File: config.mk
export PLATFORM = sky130hd
export DESIGN_NAME = amx_core_sched
export DESIGN_NICKNAME = d
export VERILOG_FILES = /design/src/rtl/amx_core_sched.sv
export SDC_FILE = /design/constraint.sdc
export NUM_CORES = 1
export LEC_CHECK = 0
export CAP_MARGIN = 15
export CORE_MARGIN = 5
export CORE_UTILIZATION = 38
export CTS_CLUSTER_DIAMETER = 60
export DETAILED_ROUTE_END_ITERATION = 6
export MAX_ROUTING_LAYER = met4
export PLACE_DENSITY = 0.81
export SYNTH_ARGS = -nofsm -noshare
export SYNTH_HDL_FRONTEND = slang
export SYNTH_SLANG_ARGS = --single-unit
File: constraint.sdc
create_clock -name clk -period 1.42 [get_ports clk]
set_input_delay 0.142 -clock clk [delete_from_list [all_inputs] [get_ports clk]]
set_output_delay 0.142 -clock clk [all_outputs]
set_load 0.02 [all_outputs]
File: src/rtl/amx_core_sched.sv
// amx_core_sched: round-robin burst scheduler sharing one amx_core1 between two requesters.
// Latency: a byte accepted in cycle t is presented on core_data_in at t+1; its response appears at t+CORE_LATENCY+2.
// Backpressure: req_ready is asserted only for the burst owner while in BURST; responses cannot be stalled.
//
// Optional feature macro: AMX_SCHED_WDOG_EN (owner-stall watchdog that aborts a stuck burst).
//
// Ports:
//   clk, rst          clock and synchronous active-high reset
//   req_valid[1:0]    per-requester byte valid
//   req_data0/1       requester bytes
//   req_last[1:0]     per-requester last-byte-of-burst flag
//   req_ready[1:0]    per-requester accept (combinational)
//   core_data_in      registered byte to amx_core1.data_in
//   core_data_out     result from amx_core1.data_out
//   rsp_valid/data/id response strobe, captured result, owning requester
//   busy              burst active, grant pending, or bytes still in flight
//   burst_cut         one-cycle pulse when a burst is pre-empted at MAX_BURST
//   abort             one-cycle pulse on watchdog abort (tied 0 without the macro)
module amx_core_sched #(
  parameter int unsigned CORE_LATENCY = 2,
  parameter int unsigned MAX_BURST    = 16,
  parameter logic [7:0]  IDLE_BYTE    = 8'h00,
  parameter int unsigned WDOG_CYCLES  = 32
) (
  input  logic       clk,
  input  logic       rst,
  input  logic [1:0] req_valid,
  input  logic [7:0] req_data0,
  input  logic [7:0] req_data1,
  input  logic [1:0] req_last,
  output logic [1:0] req_ready,
  output logic [7:0] core_data_in,
  input  logic [7:0] core_data_out,
  output logic       rsp_valid,
  output logic [7:0] rsp_data,
  output logic       rsp_id,
  output logic       busy,
  output logic       burst_cut,
  output logic       abort
);

  localparam logic [7:0] MAX_BURST_B = 8'(MAX_BURST);

  typedef enum logic {
    S_IDLE  = 1'b0,
    S_BURST = 1'b1
  } state_t;

  state_t state, state_nxt;

  logic       owner;
  logic       last_grant;
  logic [7:0] burst_cnt;

  // Tracking pipe: one {valid,id} slot per cycle between accept and result capture.
  logic [CORE_LATENCY:0] pipe_vld;
  logic [CORE_LATENCY:0] pipe_id;

  logic       accept;
  logic       grant_vld;
  logic       grant_id;
  logic       cut_nxt;
  logic [7:0] cnt_inc;
  logic [7:0] own_data;
  logic       own_vld;
  logic       own_last;
  logic       oth_vld;

`ifdef AMX_SCHED_WDOG_EN
  localparam int unsigned WDOG_W = $clog2(WDOG_CYCLES + 1);
  localparam logic [WDOG_W-1:0] WDOG_LIM = WDOG_W'(WDOG_CYCLES - 1);
  logic [WDOG_W-1:0] wdog_cnt;
  logic              abort_nxt;
`endif

  always_comb begin
    state_nxt = state;
    req_ready = 2'b00;
    accept    = 1'b0;
    grant_vld = 1'b0;
    grant_id  = 1'b0;
    cut_nxt   = 1'b0;
`ifdef AMX_SCHED_WDOG_EN
    abort_nxt = 1'b0;
`endif
    own_vld  = req_valid[owner];
    oth_vld  = req_valid[~owner];
    own_last = req_last[owner];
    own_data = owner ? req_data1 : req_data0;
    // Saturating so a long uncontested burst never wraps back under the cap.
    cnt_inc  = (burst_cnt == 8'hFF) ? burst_cnt : burst_cnt + 8'd1;

    case (state)
      S_IDLE: begin
        if (|req_valid) begin
          grant_vld = 1'b1;
          // On a tie the requester that did not win last time goes next.
          grant_id  = (req_valid == 2'b11) ? ~last_grant : req_valid[1];
          state_nxt = S_BURST;
        end
      end
      S_BURST: begin
        req_ready = owner ? 2'b10 : 2'b01;
        accept    = own_vld;
        if (accept) begin
          if (own_last) begin
            state_nxt = S_IDLE;
          end else if ((cnt_inc >= MAX_BURST_B) && oth_vld) begin
            state_nxt = S_IDLE;
            cut_nxt   = 1'b1;
          end
        end
`ifdef AMX_SCHED_WDOG_EN
        else if (wdog_cnt == WDOG_LIM) begin
          state_nxt = S_IDLE;
          abort_nxt = 1'b1;
        end
`endif
      end
      default: state_nxt = S_IDLE;
    endcase
  end

  always_ff @(posedge clk) begin
    if (rst) state <= S_IDLE;
    else     state <= state_nxt;
  end

  always_ff @(posedge clk) begin
    if (rst) begin
      owner        <= 1'b0;
      last_grant   <= 1'b1;
      burst_cnt    <= 8'd0;
      core_data_in <= IDLE_BYTE;
      pipe_vld     <= '0;
      pipe_id      <= '0;
      rsp_valid    <= 1'b0;
      rsp_data     <= 8'h00;
      rsp_id       <= 1'b0;
      burst_cut    <= 1'b0;
    end else begin
      if (grant_vld) begin
        owner      <= grant_id;
        last_grant <= grant_id;
        burst_cnt  <= 8'd0;
      end else if (accept) begin
        burst_cnt  <= cnt_inc;
      end
      core_data_in <= accept ? own_data : IDLE_BYTE;
      pipe_vld     <= {pipe_vld[CORE_LATENCY-1:0], accept};
      pipe_id      <= {pipe_id[CORE_LATENCY-1:0], owner};
      // Tail slot lines up with the core result of the byte it tracks.
      rsp_valid    <= pipe_vld[CORE_LATENCY];
      rsp_id       <= pipe_id[CORE_LATENCY];
      rsp_data     <= core_data_out;
      burst_cut    <= cut_nxt;
    end
  end

`ifdef AMX_SCHED_WDOG_EN
  // Counts consecutive owner-idle cycles within a burst; restarts on each grant.
  always_ff @(posedge clk) begin
    if (rst) begin
      wdog_cnt <= '0;
      abort    <= 1'b0;
    end else begin
      abort <= abort_nxt;
      if (grant_vld || (state == S_BURST && own_vld)) wdog_cnt <= '0;
      else if (state == S_BURST)                     wdog_cnt <= wdog_cnt + 1'b1;
    end
  end
`else
  assign abort = 1'b0;
`endif

  // A pending grant counts as busy so upstream sees activity in the arbitration cycle.
  assign busy = (state == S_BURST) | (|pipe_vld) | ((state == S_IDLE) & (|req_valid));

endmodule

Fig. 1: run 1, local utilization
The die is cut into 7 by 7 equal tiles; white is low, dark blue is high, 0 to 100% covered.
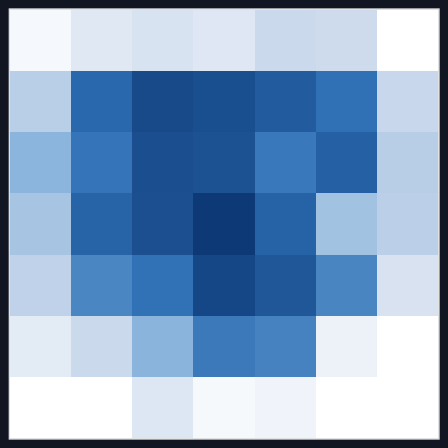
nearly empty tiles: 12%
mean over tiles: 44%
fullest tile: 96%
emptiest ninth of the die: south-east
tiles over 75% full: 27%
densest ninth of the die: centre

Fig. 2: run 1, M2 wires
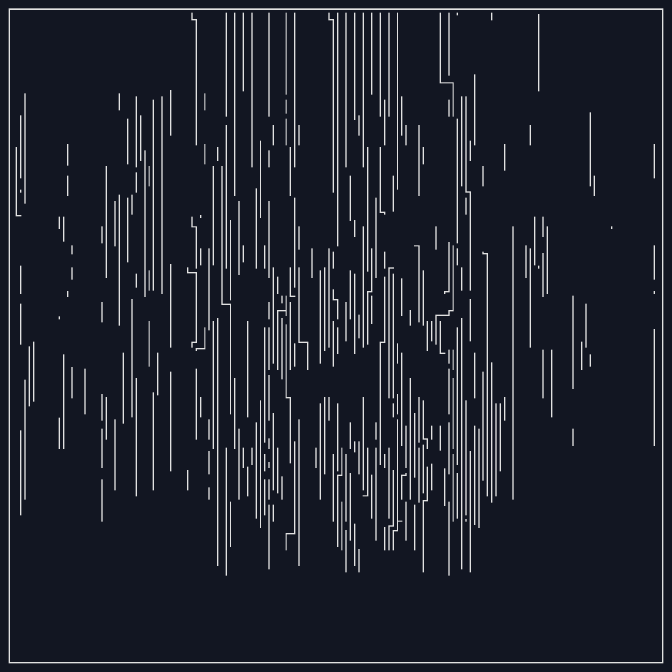
wire length on this layer: 1950 µm
share of all routed wire: 53%

Fig. 3: run 1, gate-type map
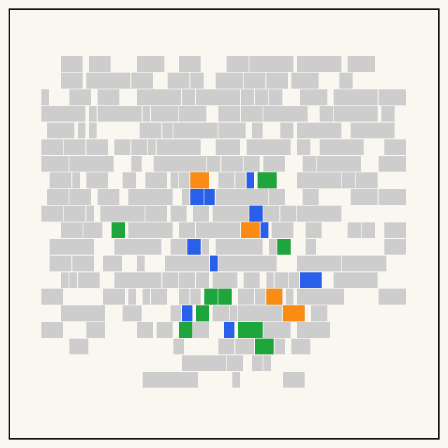
legend:
  nand cells:
    colour: blue
    cells: 10
    where: centre
  and/or cells:
    colour: green
    cells: 9
  non-inverting ao/oa cells:
    colour: orange
    cells: 4
    where: centre

Fig. 4: run 1, metal layers overlaid
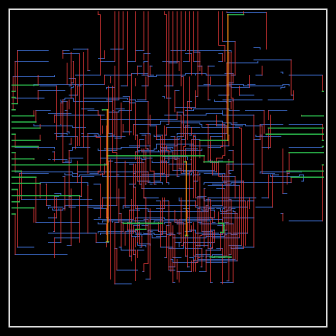
legend:
  M4:
    colour: orange
    wire_length: 73.4 µm
  M1:
    colour: blue
    wire_length: 1470 µm
  M3:
    colour: green
    wire_length: 213 µm
  M2:
    colour: red
    wire_length: 1950 µm

==> job_summary.md, run 1 <==
## PnR job results

| Metric | Value |
|---|---|
| Longest Clk Path Bufs | 2 |
| Largest net degree at the start of global routing | 17 |
| Synth warn | 0 |
| CP startpoint kind | flip-flop |
| Critical Path RT | between 1.5 and 2 ns |
| Number of port buffers | 51 |
| Synth Seq Share | 52.60% |
| Hold slack | ~0.36 ns |
| Clock Sinks | 36 |
| Gr usage total | about 17% |
| Most numerous logic cells after layout | dfxtp_1 (31), clkdlybuf4s50_1 (30), buf_4 (19), nor2b_1 (16), nor2_1 (16) |
| Register bit count reported by yosys | 36 |
| Placement Rows | 21 |
| RSZ-0062 raised after global routing | yes |
| Register share of total power | a little under three fifths |
| Worst setup margin | -0.06816 ns |
| Vias in the first global route | around 1.3k |
| Synthesized-area fraction occupied by adder cells | less than 1% |
| Drt drc | 0 |
| Syn Area/Cell | 9.857 µm² |
| First-pass GRT wire length | 6320 µm |
| PwrDens | around 850 nW/µm² |
| Maximum fanout along the worst path | 2 |
| Leading area contributor after synthesis | dfxtp_1 |
| Setup CP Type | reg2reg |
| Hold Path Class | in2reg |
| Internal power | ~0.0014 W |
| FMAX | about 0.67 GHz |
| Minimum clock period after layout | about 1.5 ns |
| Num CTS Buffers | 5 |
| Wirelength, routed | 3700 µm |
| Hold path depth | 2 |
| R2R Setup Slk | -0.07 ns |
| Core area | between 3000 and 4000 µm² |
| Setup Skew | slightly below 0.006 ns |
| Final Hold Fails | 0 |
| CTS Root Cell | clkbuf_4 |
| Ports | roughly 53 |
| Reg2reg path depth | 6 |
| CTS tree | built |
| CTS clk-pin slew, worst paths | around 0.1 ns |
| Final Cycle Share | 104.8% |
| Final Max Slew Viols | 0 |
| Biggest area cells | dfxtp_1 (53%), nor2b_1 (7.3%), mux2i_1 (6.6%) |
| Final Wtd Congestion | slightly above 0.7 |
| Yosys chip area | ~1400 µm² |
| Dpl hpwl | roughly 2700 µm |
| Late-Pin Clk Latency | ~0.33 ns |
| Status | complete, but fails checks |
| DR vias/cell | about 4.9 |
| Cell breakdown of the critical path | ha_4 > inv_4 > buf_6 > or3_4 > o21a_1 > nor3_2 |
| Failing checks | setup timing |
| Placed Cells | 246 |
| Mux area share | under 10% |
| Vias | between 1k and 1.5k |
| WP buf/inv | 2 |
| Combinational power share | approximately 18% |
| Yosys cell count | approximately 140 |
| Share of synthesized registers carrying an async set or reset | 0% |
| Wire per inst | around 14 µm |
| Critical Path Max Stage Delay | 0.37 ns |
| Tool Warnings | 28 |
| Die Area | between 4000 and 5000 µm² |
| Final Non-Filler Cells | 256 |
| Initial DRC Count | 96 |
| XOR-XNOR Cells, Area Fraction | less than 1% |
| Top logic family | simple AND/OR/NAND/NOR gates |
| Antenna cells | 0 |
| Yosys top cell area share | 52.60% |
| Hold EP | rsp_data[5] |
| Area of the mapped netlist | 1370 µm² |
| Psw | 0.0004722 W |
| Drt first pass iters | 4 |
| Top logic cell by instance count in the layout | dfxtp_1 |
| CP delay by family, top | simple AND/OR/NAND/NOR gates |
| Synthesis-to-finish area growth | 61.83% |
| # H-tree levels | 2 |
| Distinct lib cells | 35 |
| Antenna viol nets, final | 0 |
| Sw Share | roughly 25% |
| Fp util | between 40% and 50% |
| Critical R2R Capture | burst_cnt[6] |
| Setup Viol. Count Final | 2 |
| Worst Path Arrival | between 1.5 and 2 ns |
| CP max-delay cell | dfxtp_2 |
| Flip-flops with a built-in enable | 0 |
| GRT overflow | 0 |
| Crit Reg-Reg Startpoint | burst_cnt[0] |
| Post-Syn Instances | approximately 140 |
| Initial antenna violation count | 0 |
| Clock group share of total power | a little over a quarter |
| Ao+oa area frac | 9.315% |
| Max_cap viols | 0 |
| Total chip power | 0.001889 W |
| Main synth FF type | dfxtp_1 |
[run 1: worst max path at each step]
stage               slack [ns]          from      endpoint  depth (start not counted)
floorplan               0.0006         owner         state                          6
global placement         -0.18  req_valid[1]          busy                          4
detailed placement       -0.21  req_valid[1]          busy                          4
CTS                       -0.1  burst_cnt[1]  burst_cnt[6]                          6
global route             -0.13  burst_cnt[0]  burst_cnt[6]                          6
finish                   -0.07  burst_cnt[0]  burst_cnt[6]                          6
[run 1: cell usage after synthesis, types with 2 or more instances]
cell      count
a211o_1       2
a21oi_1       6
and2_1        2
and3_1        2
buf_6         2
clkbuf_1      4
dfxtp_1      36
inv_1         5
mux2i_1       9
nand2_1       3
nand2b_1      3
nand3_1       4
nor2_1       16
nor2b_1      16
nor3_1        5
o21ai_0       3
or3_1         3
[run 1: power by group through the flow]
stage	Combinational, W	Clock (W)	Sequential (W)
after floorplan	0.000128	0	0.00110
after global placement	0.000317	0	0.00108
after detailed placement	0.000329	0	0.00108
after CTS	0.000334	0.000507	0.00106
after global routing	0.000365	0.000563	0.00107
final	0.000336	0.000491	0.00106
[run 1: logic make-up (layout without fill, tap and decap cells)]
kind of cell / count (synthesis) / after routing
buffers and inverters: 13 / 84
muxes: 11 / 11
AOI/OAI and AO/OA: 18 / 18
and+or+nand+nor: 58 / 58
other: 1 / 1
DFF: 36 / 36
adders and majority gates: 1 / 1
xor gates and xnor gates: 1 / 1
[run 1: registers in the layout (all words and copies together) (netlist names), 3 cells and up]
name / cells
core_data_in: 8
burst_cnt: 8
pipe_id: 3
rsp_data: 8
pipe_vld: 3
[run 1: per-layer routing]
layer  vias to the layer above  part of all wire (%)  wire (µm)  global-route usage [%]
li1                        613                     -          -                       -
met1                       581                    40       1468                   17.80
met2                        49                    53       1944                   29.07
met3                         7                   5.8        213                   4.304
met4                         0                   2.0         73                   6.809
met5                         -                     0          0                       -
[run 1: layout make-up]
class / count / area (µm²) / share of cell area, %
Sequential cell: 36 / 729.5 / 32.90
Tap cell: 46 / 57.56 / 2.596
Timing Repair Buffer: 72 / 706.9 / 31.88
Inverter: 5 / 21.27 / 0.9594
Clock buffer: 6 / 41.29 / 1.862
Clock inverter: 1 / 5.005 / 0.2257
Multi-Input combinational cell: 90 / 655.6 / 29.57
[run 1: repair_timing]
item / in CTS / in global routing
gates resized: 23 / 23
hold buffers: 0 / 0
endpoints found under the setup margin: 14 / 32
hold endpoints to repair: 0 / 0
setup buffers: 1 / 2
pin swaps: 5 / 7
gates cloned: 0 / 0
[run 1: per-stage QoR]
| stage | utilization (%) | area (µm²) | TNS, ns | worst slack, ns |
|---|---|---|---|---|
| 5_1_grt | 64.91 | 2217 | -0.6261 | -0.1304 |
| 3_5_place_dp | 59.63 | 2037 | -2.050 | -0.2109 |
| 4_1_cts | 63.19 | 2158 | -0.1475 | -0.09526 |
| 2_1_floorplan | - | 1371 | 0 | 0.0005876 |
| 6_report | 64.91 | 2217 | -0.09516 | -0.06816 |
| 3_3_place_gp | 59.63 | 2037 | -1.085 | -0.1786 |
==> run 2, diff against run 1 <==
- ABC_CLOCK_PERIOD_IN_PS: default -> 1420
- CTS_CLUSTER_DIAMETER: 60 -> default
- RECOVER_POWER: default -> 25
Fig. 5: run 2, M2 wires
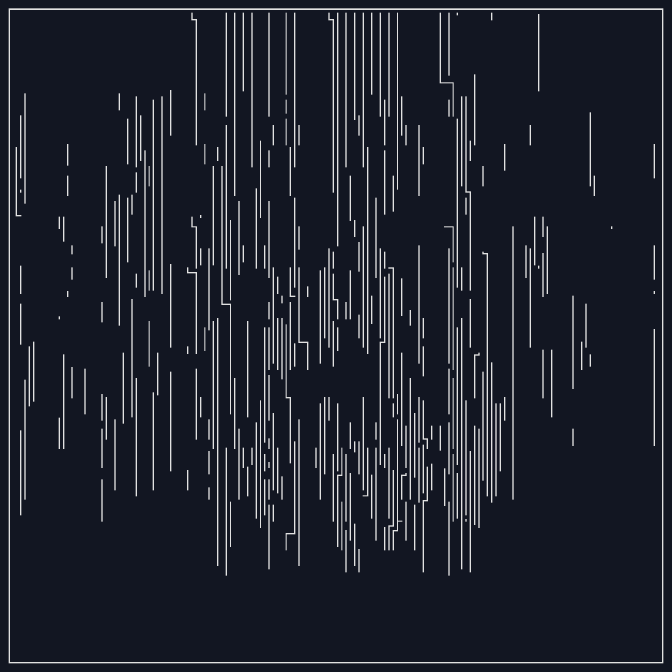
share of all routed wire: 52%
wire length on this layer: 1940 µm

==> run 2 against run 1 <==
Compared with the run above:
- the run still ends with setup timing left
- clock skew increased by 0.0021 ns
- area after synthesis did not move
- via count decreased by 0.64%
- register-to-register slack is essentially flat
- largest cell class unchanged
- clock power about the same
- design area down 0.28%
- count of clock-buffer cells in the layout did not move
- critical endpoint unchanged
- critical path depth is the same
- final cell count unchanged
==> job_summary.md, run 2 <==
## PnR job results

| Metric | Value |
|---|---|
| Worst vdd ir | ~600 µV |
| Most numerous logic cells after layout | dfxtp_1 (31), clkdlybuf4s50_1 (30), buf_4 (17), nor2b_1 (16), nor2_1 (16) |
| Drt drc | 0 (unchanged) |
| Tool Warnings | 28 (unchanged) |
| Vias | 1242 (-0.64%) |
| Final Max Slew Viols | 0 (unchanged) |
| Wirelength, routed | 3694 µm (-0.16%) |
| Synth top cells by count | dfxtp_1 (36), nor2_1 (16), nor2b_1 (16) |
| Worst Path Arrival | 1.74 ns (about the same) |
| Yosys cell count | 139 (unchanged) |
| # H-tree levels | 2 (unchanged) |
| Leak | approximately 1.1 nW |
| Antenna viol nets, final | 0 (unchanged) |
| First-pass GRT wire length | 6320 µm (unchanged) |
| Worst setup margin | -0.07022 ns (-0.002068 ns) |
| FMAX | 0.6710 GHz (-0.14%) |
| Top Registers | burst_cnt x8, core_data_in x8, rsp_data x8 |
| Max_cap viols | 0 (unchanged) |
| Yosys top cell area share | 52.60% (unchanged) |
| Synthesis-to-finish area growth | 61.37% |
| Minimum clock period after layout | 1.490 ns (+0.002068 ns) |
| Longest Clk Path Bufs | 2 (unchanged) |
| CTS Root Cell | clkbuf_4 |
| Logic area | 655.6 µm² (unchanged) |
| Max transition margin | ~56% |
| Top logic cell by instance count in the layout | dfxtp_1 |
| Post-layout util | 64.73% (-0.18 points) |
| Final Cycle Share | 104.9% (+0.15 points) |
| Final net count | between 200 and 250 |
| CTS tree | built |
| Failing checks | setup timing |
| Number of port buffers | 51 (unchanged) |
| Hold-fix buffers, CTS | 0 (unchanged) |
| Core area | 3416 µm² (unchanged) |
| GR met2 Demand/Resource | 29.07% (unchanged) |
| Net count entering floorplan | about 170 |
| RSZ-0062 raised after global routing | yes |
| Distinct lib cells | 35 (unchanged) |
| Ports | 53 (unchanged) |
| Final Hold Fails | 0 (unchanged) |
| Synth warn | 0 (unchanged) |
| Grt peak-use layer | met2 |
| Initial DRC Count | 93 (-3.1%) |
| Late-Pin Clk Latency | 0.33 ns (about the same) |
| Biggest area cells | dfxtp_1 (53%), nor2b_1 (7.3%), mux2i_1 (6.6%) |
| GRT overflow | 0 (unchanged) |
| Num CTS Buffers | 5 (unchanged) |
| CP startpoint kind | flip-flop |
| Synth Seq Share | 52.60% (unchanged) |
| Fp util | 40.11% (unchanged) |
| Maximum fanout along the worst path | 2 (unchanged) |
| Layout cell share with drive strength beyond 1 | approximately 22% |
| Final Wtd Congestion | 0.7219 (unchanged) |
| Die Y | about 70 µm |
| Setup crit end kind | flip-flop |
| Antenna cells | 0 (unchanged) |
| Critical Path RT | 1.67 ns (about the same) |
| Hold Path Class | in2reg |
| Share of synthesized registers carrying an async set or reset | 0% (unchanged) |
| Dpl hpwl | 2725 µm (unchanged) |
| Main synth FF type | dfxtp_1 |
| Wire per inst | 14.43 µm (-0.16%) |
| Largest net degree at the start of global routing | 17 (unchanged) |
| Leading area contributor after synthesis | dfxtp_1 |
| DR vias/cell | 4.852 (-0.64%) |
| Post-Syn Instances | 139 (unchanged) |
| Setup Viol. Count Final | 2 (unchanged) |
| Clock Sinks | 36 (unchanged) |
| Setup slack at placement | -0.2109 ns (unchanged) |
| Synth top cell by count | dfxtp_1 |
| PwrDens | 853.2 nW/µm² (+0.12%) |
| Placement Rows | 21 (unchanged) |
| GR Util met3 | 4.304% (unchanged) |
| Met1 Use GR | 17.80% (unchanged) |
| Flip-flops with a built-in enable | 0 (unchanged) |
| FILL cells | ~290 |
| CTS clk-pin slew, worst paths | 0.10 ns (about the same) |
| Yosys chip area | 1370 µm² (unchanged) |
| Status | complete, but fails checks |
| Drt first pass iters | 4 (unchanged) |
| Setup Skew | 0.007933 ns (+0.002122 ns) |
| Initial antenna violation count | 0 (unchanged) |
| Reg2reg path depth | 6 (unchanged) |
| Vias in the first global route | 1340 (unchanged) |
| Worst Tran Pin Value | between 0.6 and 0.7 ns |
| Area of the mapped netlist | 1370 µm² (unchanged) |
| FF/Latch Area | 729.5 µm² (unchanged) |
| Die Area | 4906 µm² (unchanged) |
| Register bit count reported by yosys | 36 (unchanged) |
| Die width | ~70 µm |
| Gr usage total | 16.62% (unchanged) |
| Syn Area/Cell | 9.857 µm² (unchanged) |
| Hold path depth | 2 (unchanged) |
| Setup CP Type | reg2reg |
run 2: final timing paths:
check              startpoint  slack, ns           end
max              burst_cnt[0]      -0.07  burst_cnt[6]
min          core_data_out[5]       0.36   rsp_data[5]
max reg2reg      burst_cnt[0]      -0.07  burst_cnt[6]
min reg2reg        pipe_id[0]       0.45    pipe_id[1]
run 2: cell families after synthesis:
group                      Yosys count  synth area share, %
AOI/OAI and AO/OA                   18                9.316
xor gates and xnor gates             1               0.6394
adders and majority gates            1               0.9131
buffers and inverters               13                5.022
DFF                                 36                52.60
muxes                               11                8.493
other                                1               0.2737
and+or+nand+nor                     58                22.74
run 2: per-layer routing:
layer  routed length [µm]  vias up
met4                   73        0
li1                     -      613
met2                 1938       49
met5                    0        -
met1                 1469      573
met3                  213        7
run 2: stage by stage:
stage | instances | hold WS [ns] | total power [W] | setup TNS [ns] | cell area (µm²)
floorplan | 139 | 0.2702 | 0.001231 | 0 | 1371
global placement | 246 | 0.4227 | 0.001398 | -1.085 | 2037
detailed placement | 246 | 0.4272 | 0.001413 | -2.050 | 2037
CTS | 254 | 0.3506 | 0.001903 | -0.1475 | 2158
global route | 256 | 0.3319 | 0.001992 | -0.6261 | 2211
finish | 256 | 0.3613 | 0.001886 | -0.09513 | 2211
run 2: cell type report:
type	instances	area share [%]
flip-flops and latches	36	32.99
repair buffers	72	31.69
multi-input cells	90	29.65
well taps	46	2.603
clock buffers	6	1.868
inverters	5	0.9621
clock inverters	1	0.2264
run 2: power by group:
part	switching [W]	internal, W	total, W	leakage (nW)
Sequential	0.0000181	0.00104	0.00106	0.296
Clock	0.000308	0.000182	0.000491	0.0281
Combinational	0.000145	0.000189	0.000334	0.792
Total	0.000471	0.00141	0.00189	1.12
run 2: worst max-delay path: stages (launching register included):
cell,delay (ns)
dfxtp_2,0.37
ha_4,0.15
inv_4,0.04
buf_6,0.10
or3_4,0.36
o21a_1,0.20
nor3_2,0.18
run 2: what timing repair did:
| item | 4_1_cts | 5_1_grt |
|---|---|---|
| setup buffers | 1 | 2 |
| setup endpoints to repair | 14 | 32 |
| pin swaps | 5 | 7 |
| resized | 23 | 23 |
Power figures rest on the tool's default switching activity, not on a simulated workload.
